<file path="src/rtl/hbridge_pkg.sv">
`default_nettype none
// +--------------------------------------------------------------------+
// | hbridge_pkg : shared types and direction codes for the H-bridge    |
// | Rev 1.0                                                            |
// +--------------------------------------------------------------------+
package hbridge_pkg;

   typedef enum logic [1:0] {
      IDLE = 2'd0,
      RUN  = 2'd1,
      DEAD = 2'd2
   } ch_state_t;

   localparam logic [1:0] DIR_FWD  = 2'b10;
   localparam logic [1:0] DIR_REV  = 2'b01;
   localparam logic [1:0] DIR_STOP = 2'b00;

   function automatic logic dir_valid(input logic [1:0] dir);
      return (dir == DIR_FWD) || (dir == DIR_REV);
   endfunction

endpackage
`default_nettype wire

</file>
<file path="src/rtl/hbridge_channel.sv">
`default_nettype none
// +--------------------------------------------------------------------+
// | hbridge_channel : one bridge - FSM, dead-time, soft-start duty     |
// | Rev 1.0                                                            |
// +--------------------------------------------------------------------+
module hbridge_channel
   import hbridge_pkg::*;
#(
   parameter int PWM_BITS  = 8,
   parameter int DUTY_MAX  = 200,
   parameter int RAMP_STEP = 8,
   parameter int DEADTIME  = 256
) (
   input  logic                clk,
   input  logic                rst,
   input  logic [1:0]          i_dir,
   input  logic                i_en,
   input  logic [PWM_BITS-1:0] i_cnt_nx,
   input  logic                i_wrap,
   input  logic                i_tick,
   output logic [1:0]          o_hb_in,
   output logic                o_hb_en,
   output logic                o_settled,
   output logic                o_dead_active
);

   localparam int DEAD_W = (DEADTIME > 1) ? $clog2(DEADTIME) : 1;
   localparam logic [PWM_BITS:0]   c_step         = (PWM_BITS+1)'(RAMP_STEP);
   localparam logic [PWM_BITS:0]   c_duty_max_ext = (PWM_BITS+1)'(DUTY_MAX);
   localparam logic [PWM_BITS-1:0] c_duty_max     = PWM_BITS'(DUTY_MAX);
   localparam logic [DEAD_W-1:0]   c_dead_load    = DEAD_W'(DEADTIME-1);

   ch_state_t           r_state, w_state_nx;
   logic [1:0]          r_dir, w_dir_nx;
   logic [DEAD_W-1:0]   r_dead_cnt, w_dead_nx;
   logic [PWM_BITS-1:0] r_duty, w_duty_nx;
   logic [PWM_BITS-1:0] r_duty_act, w_duty_act_nx;
   logic [PWM_BITS:0]   w_sum;
   logic [1:0]          w_hb_in_nx;
   logic                w_hb_en_nx, w_settled_nx, w_dead_active_nx;
   logic                w_ok;

   assign w_sum = {1'b0, r_duty} + c_step;
   assign w_ok  = i_en && dir_valid(i_dir);

   always_ff @(posedge clk or posedge rst) begin
      if (rst) begin
         r_state       <= IDLE;
         r_dir         <= DIR_STOP;
         r_dead_cnt    <= '0;
         r_duty        <= '0;
         r_duty_act    <= '0;
         o_hb_in       <= DIR_STOP;
         o_hb_en       <= 1'b0;
         o_settled     <= 1'b0;
         o_dead_active <= 1'b0;
      end else begin
         r_state       <= w_state_nx;
         r_dir         <= w_dir_nx;
         r_dead_cnt    <= w_dead_nx;
         r_duty        <= w_duty_nx;
         r_duty_act    <= w_duty_act_nx;
         o_hb_in       <= w_hb_in_nx;
         o_hb_en       <= w_hb_en_nx;
         o_settled     <= w_settled_nx;
         o_dead_active <= w_dead_active_nx;
      end
   end

   // Loss of enable or an invalid code is checked first so it wins over reversals.
   always_comb begin
      w_state_nx = r_state;
      w_dir_nx   = r_dir;
      w_dead_nx  = r_dead_cnt;
      w_duty_nx  = '0;
      case (r_state)
         IDLE: begin
            if (w_ok) begin
               w_state_nx = RUN;
               w_dir_nx   = i_dir;
            end
         end
         RUN: begin
            if (!w_ok) begin
               w_state_nx = IDLE;
            end else if (i_dir != r_dir) begin
               w_state_nx = DEAD;
               w_dir_nx   = i_dir;
               w_dead_nx  = c_dead_load;
            end else if (i_tick) begin
               w_duty_nx = (w_sum > c_duty_max_ext) ? c_duty_max : w_sum[PWM_BITS-1:0];
            end else begin
               w_duty_nx = r_duty;
            end
         end
         DEAD: begin
            if (!w_ok) begin
               w_state_nx = IDLE;
            end else if (i_dir != r_dir) begin
               w_dir_nx  = i_dir;
               w_dead_nx = c_dead_load;
            end else if (r_dead_cnt == '0) begin
               w_state_nx = RUN;
            end else begin
               w_dead_nx = r_dead_cnt - DEAD_W'(1);
            end
         end
         default: w_state_nx = IDLE;
      endcase
      // Active duty only changes on a period boundary; outside RUN it is forced to zero.
      if (w_state_nx != RUN)
         w_duty_act_nx = '0;
      else if (i_wrap)
         w_duty_act_nx = w_duty_nx;
      else
         w_duty_act_nx = r_duty_act;
   end

   always_comb begin
      w_hb_in_nx       = DIR_STOP;
      w_hb_en_nx       = 1'b0;
      w_settled_nx     = 1'b0;
      w_dead_active_nx = (w_state_nx == DEAD);
      if (w_state_nx == RUN) begin
         w_hb_in_nx   = w_dir_nx;
         w_hb_en_nx   = (i_cnt_nx < w_duty_act_nx);
         w_settled_nx = (w_duty_nx == c_duty_max);
      end
   end

endmodule
`default_nettype wire

</file>
<file path="src/rtl/hbridge_pwm_driver.sv">
`default_nettype none
// +--------------------------------------------------------------------+
// | hbridge_pwm_driver : two-channel H-bridge driver, PWM + dead-time  |
// | Rev 1.0                                                            |
// +--------------------------------------------------------------------+
module hbridge_pwm_driver
   import hbridge_pkg::*;
#(
   parameter int PWM_BITS  = 8,
   parameter int DUTY_MAX  = 200,
   parameter int RAMP_STEP = 8,
   parameter int RAMP_DIV  = 1024,
   parameter int DEADTIME  = 256
) (
   input  logic       clk,
   input  logic       rst,
   input  logic [3:0] motorIn,
   input  logic [1:0] motorEn,
   output logic [3:0] hbIn,
   output logic [1:0] hbEn,
   output logic [1:0] settled,
   output logic [1:0] deadActive
);

   localparam int DIV_W = (RAMP_DIV > 1) ? $clog2(RAMP_DIV) : 1;
   localparam logic [PWM_BITS-1:0] c_cnt_max = PWM_BITS'(2**PWM_BITS - 2);
   localparam logic [DIV_W-1:0]    c_div_max = DIV_W'(RAMP_DIV - 1);

   logic [3:0]          r_motor_in;
   logic [1:0]          r_motor_en;
   logic [PWM_BITS-1:0] r_cnt, w_cnt_nx;
   logic [DIV_W-1:0]    r_div;
   logic                w_wrap, w_tick;

   assign w_wrap   = (r_cnt == c_cnt_max);
   assign w_cnt_nx = w_wrap ? '0 : r_cnt + PWM_BITS'(1);
   assign w_tick   = (r_div == c_div_max);

   always_ff @(posedge clk or posedge rst) begin
      if (rst) begin
         r_motor_in <= '0;
         r_motor_en <= '0;
         r_cnt      <= '0;
         r_div      <= '0;
      end else begin
         r_motor_in <= motorIn;
         r_motor_en <= motorEn;
         r_cnt      <= w_cnt_nx;
         r_div      <= w_tick ? '0 : r_div + DIV_W'(1);
      end
   end

   // Index 0 is the right motor (bits [1:0]), index 1 the left (bits [3:2]).
   for (genvar gi = 0; gi < 2; gi++) begin : g_channel
      hbridge_channel #(
         .PWM_BITS  (PWM_BITS),
         .DUTY_MAX  (DUTY_MAX),
         .RAMP_STEP (RAMP_STEP),
         .DEADTIME  (DEADTIME)
      ) u_channel (
         .clk           (clk),
         .rst           (rst),
         .i_dir         (r_motor_in[2*gi +: 2]),
         .i_en          (r_motor_en[gi]),
         .i_cnt_nx      (w_cnt_nx),
         .i_wrap        (w_wrap),
         .i_tick        (w_tick),
         .o_hb_in       (hbIn[2*gi +: 2]),
         .o_hb_en       (hbEn[gi]),
         .o_settled     (settled[gi]),
         .o_dead_active (deadActive[gi])
      );
   end

endmodule
`default_nettype wire

</file>
<file path="config.mk">
export PLATFORM = sky130hd
export DESIGN_NAME = hbridge_pwm_driver
export DESIGN_NICKNAME = d
export VERILOG_FILES = /design/src/rtl/hbridge_pkg.sv /design/src/rtl/hbridge_channel.sv /design/src/rtl/hbridge_pwm_driver.sv
export SDC_FILE = /design/constraint.sdc
export NUM_CORES = 1
export LEC_CHECK = 0
export CORE_MARGIN = 1.5
export CORE_UTILIZATION = 50
export DETAILED_ROUTE_END_ITERATION = 10
export GPL_ROUTABILITY_DRIVEN = 1
export HOLD_SLACK_MARGIN = 0.08
export PLACE_DENSITY_LB_ADDON = 0.08
export SLEW_MARGIN = 20
export SYNTH_ARGS = -nofsm -noshare
export SYNTH_HDL_FRONTEND = slang
export SYNTH_SLANG_ARGS = --single-unit
</file>
<file path="constraint.sdc">
create_clock -name clk -period 3.9 [get_ports clk]
set_input_delay 0.585 -clock clk [delete_from_list [all_inputs] [get_ports clk]]
set_output_delay 0.585 -clock clk [all_outputs]
set_load 0.02 [all_outputs]
</file>
==> notes.md <==
The flow run is done. The run finished with clean final reports. The finished cells cover ~5700 um2. Number of cells in Yosys stat landed at between 500 and 600. Number of flip-flops and latches landed at about 90.

Actual slew at the worst max-slew pin landed at between 1000 and 1500 ps. Number of standard cells after synthesis landed at about 530. Ranking logic cells in the layout by count gives the top entries sky130_fd_sc_hd__dfrtp_1 (90), sky130_fd_sc_hd__nor2_1 (42), sky130_fd_sc_hd__nand2_1 (33). In this design, the critical path's most frequently occurring cell is sky130_fd_sc_hd__a21o_1.

For this configuration, the core starts out at a cell density of 51.19%. Among the non-sequential cells, simple AND/OR/NAND/NOR gates take the most area. The worst-case reg-to-reg setup slack stands at between 200 and 250 ps. TritonCTS built the clock tree.

Number of antenna-violating nets in the routed design landed at 0. Largest net degree at the start of global routing landed at 49. Once placement completed, the tool counted placed cells totaling between 600 and 700.

Distinct cell type count of the synthesized netlist landed at between 60 and 70. Once routing completed, OpenROAD measured the worst setup slack at 240.4 ps. Switching power of the nets landed at 0.8296 mW.

Post-route DRC violation count landed at 0. Sequential power for this build is roughly 1.1 mW. Per STA, the endpoint of the critical path is g_channel[0].u_channel.o_hb_en. The biggest slice of the area belongs to logic gates. Total inserted antenna cells landed at 0.

The cell sequence reported for the critical path is ha_1 -> nand4_4 -> nor3_4 -> nand4_1 -> a211oi_1 -> o211ai_1 -> ha_1 -> a21o_1 -> a21o_1 -> a21o_1 -> a21oi_1 -> nor4b_1. Total global-route track usage over all layers is 21.29%. The clock H-tree reported by CTS has 3 levels. Looking at the hold checks, the worst path lands on r_div[0]. sky130_fd_sc_hd__dfrtp_1 takes more of the synthesized area than any other cell. The tightest min-delay check is of the flip-flop to flip-flop type. Counting every net in the synthesized netlist gives approximately 570. Cell depth of the worst setup path landed at 12. The worst setup path is launched from a flip-flop. Number of nets at the end of the flow landed at roughly 580. Post-layout instance count excluding filler cells landed at slightly below 700.

In this run, CTS created clock tree buffers numbering 9. Worst hold slack landed at between 500 and 600 ps. Switching part of the total power landed at between 30 and 40%. Number of logged tool warnings landed at 33.

The timing report shows that the slowest cell on the worst path is sky130_fd_sc_hd__nor3_4. Number of cells traversed by the worst hold path landed at 1. Number of register bits inferred by synthesis landed at approximately 90. The arrival time of data at the worst endpoint is listed as just under 4000 ps.

In the final timing run, aggregate negative setup slack is 0 ps. The area recorded from the Yosys report for this design is 5238 um2. Final hold violation count landed at 0.

In the routed layout, each cell is associated on average with a via count of 5.874. On the final layout, the worst clock skew is 12.05 ps. STA lists the endpoint of the worst register-to-register path as g_channel[0].u_channel.o_hb_en. Post-cts hold-fix buffer tally landed at 0. Of all the cell area in the finished design, the clock network holds around 3.8%. Storage element area landed at about 2300 um2.

Clock tree synthesis found a total of 90 sinks. VDD sags by at most roughly 0.00021 V. Setup repair after global routing left no endpoint under its margin. Per the timing report, the achievable frequency comes out to about 270 MHz.

Worst-case setup slack after placement landed at around 230 ps. Fraction of area in non-clock buffers landed at about 4.4%. The report lists the number of cells resized after CTS as 0.

Sequential share of power landed at 42.6%.
[layer usage]
layer  routed length (um)  up-vias  global-route usage (%)  part of all wire (%)
met4                  145        0                   7.730                   1.3
met1                 5321     1948                   28.98                    49
met5                    0        -                       0                     0
met2                 5068       58                   33.71                    46
li1                     -     1983                       -                     -
met3                  368       11                   4.329                   3.4
[state kept, by name (all words and copies together), names as in the netlist]
register and cells:
r_cnt 8, g_channel.u_channel.r_dead_cnt 16, r_motor_in 4, g_channel.u_channel.o_hb_en 2, g_channel.u_channel.o_settled 2, g_channel.u_channel.o_hb_in 4
r_motor_en 2, g_channel.u_channel.r_duty 16, g_channel.u_channel.r_state 4, g_channel.u_channel.r_duty_act 16, g_channel.u_channel.o_dead_active 2, g_channel.u_channel.r_dir 4
r_div 10
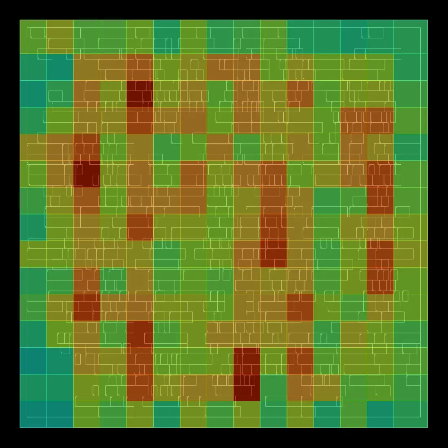
Fig. 1. Congestion heat map.
GRT busiest layer: met2
global-route met1 utilization: 28.98%
final standard cell utilization of the core: 56.02%

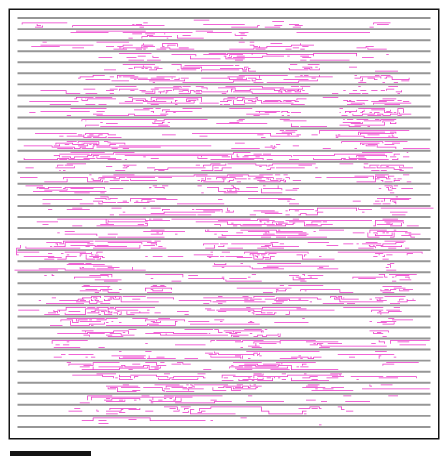
Fig. 2. Met1 routing.
The bar under the picture is 20 um long. Supply wires on this layer in gray.
wire length on this layer = 5320 um
nets with wire on the layer = 544
longest straight run = 29.0 um
main direction = horizontal
Vias: 4000
aggregate routed wire length: 10900 um

Power and IR drop assume default switching activity.
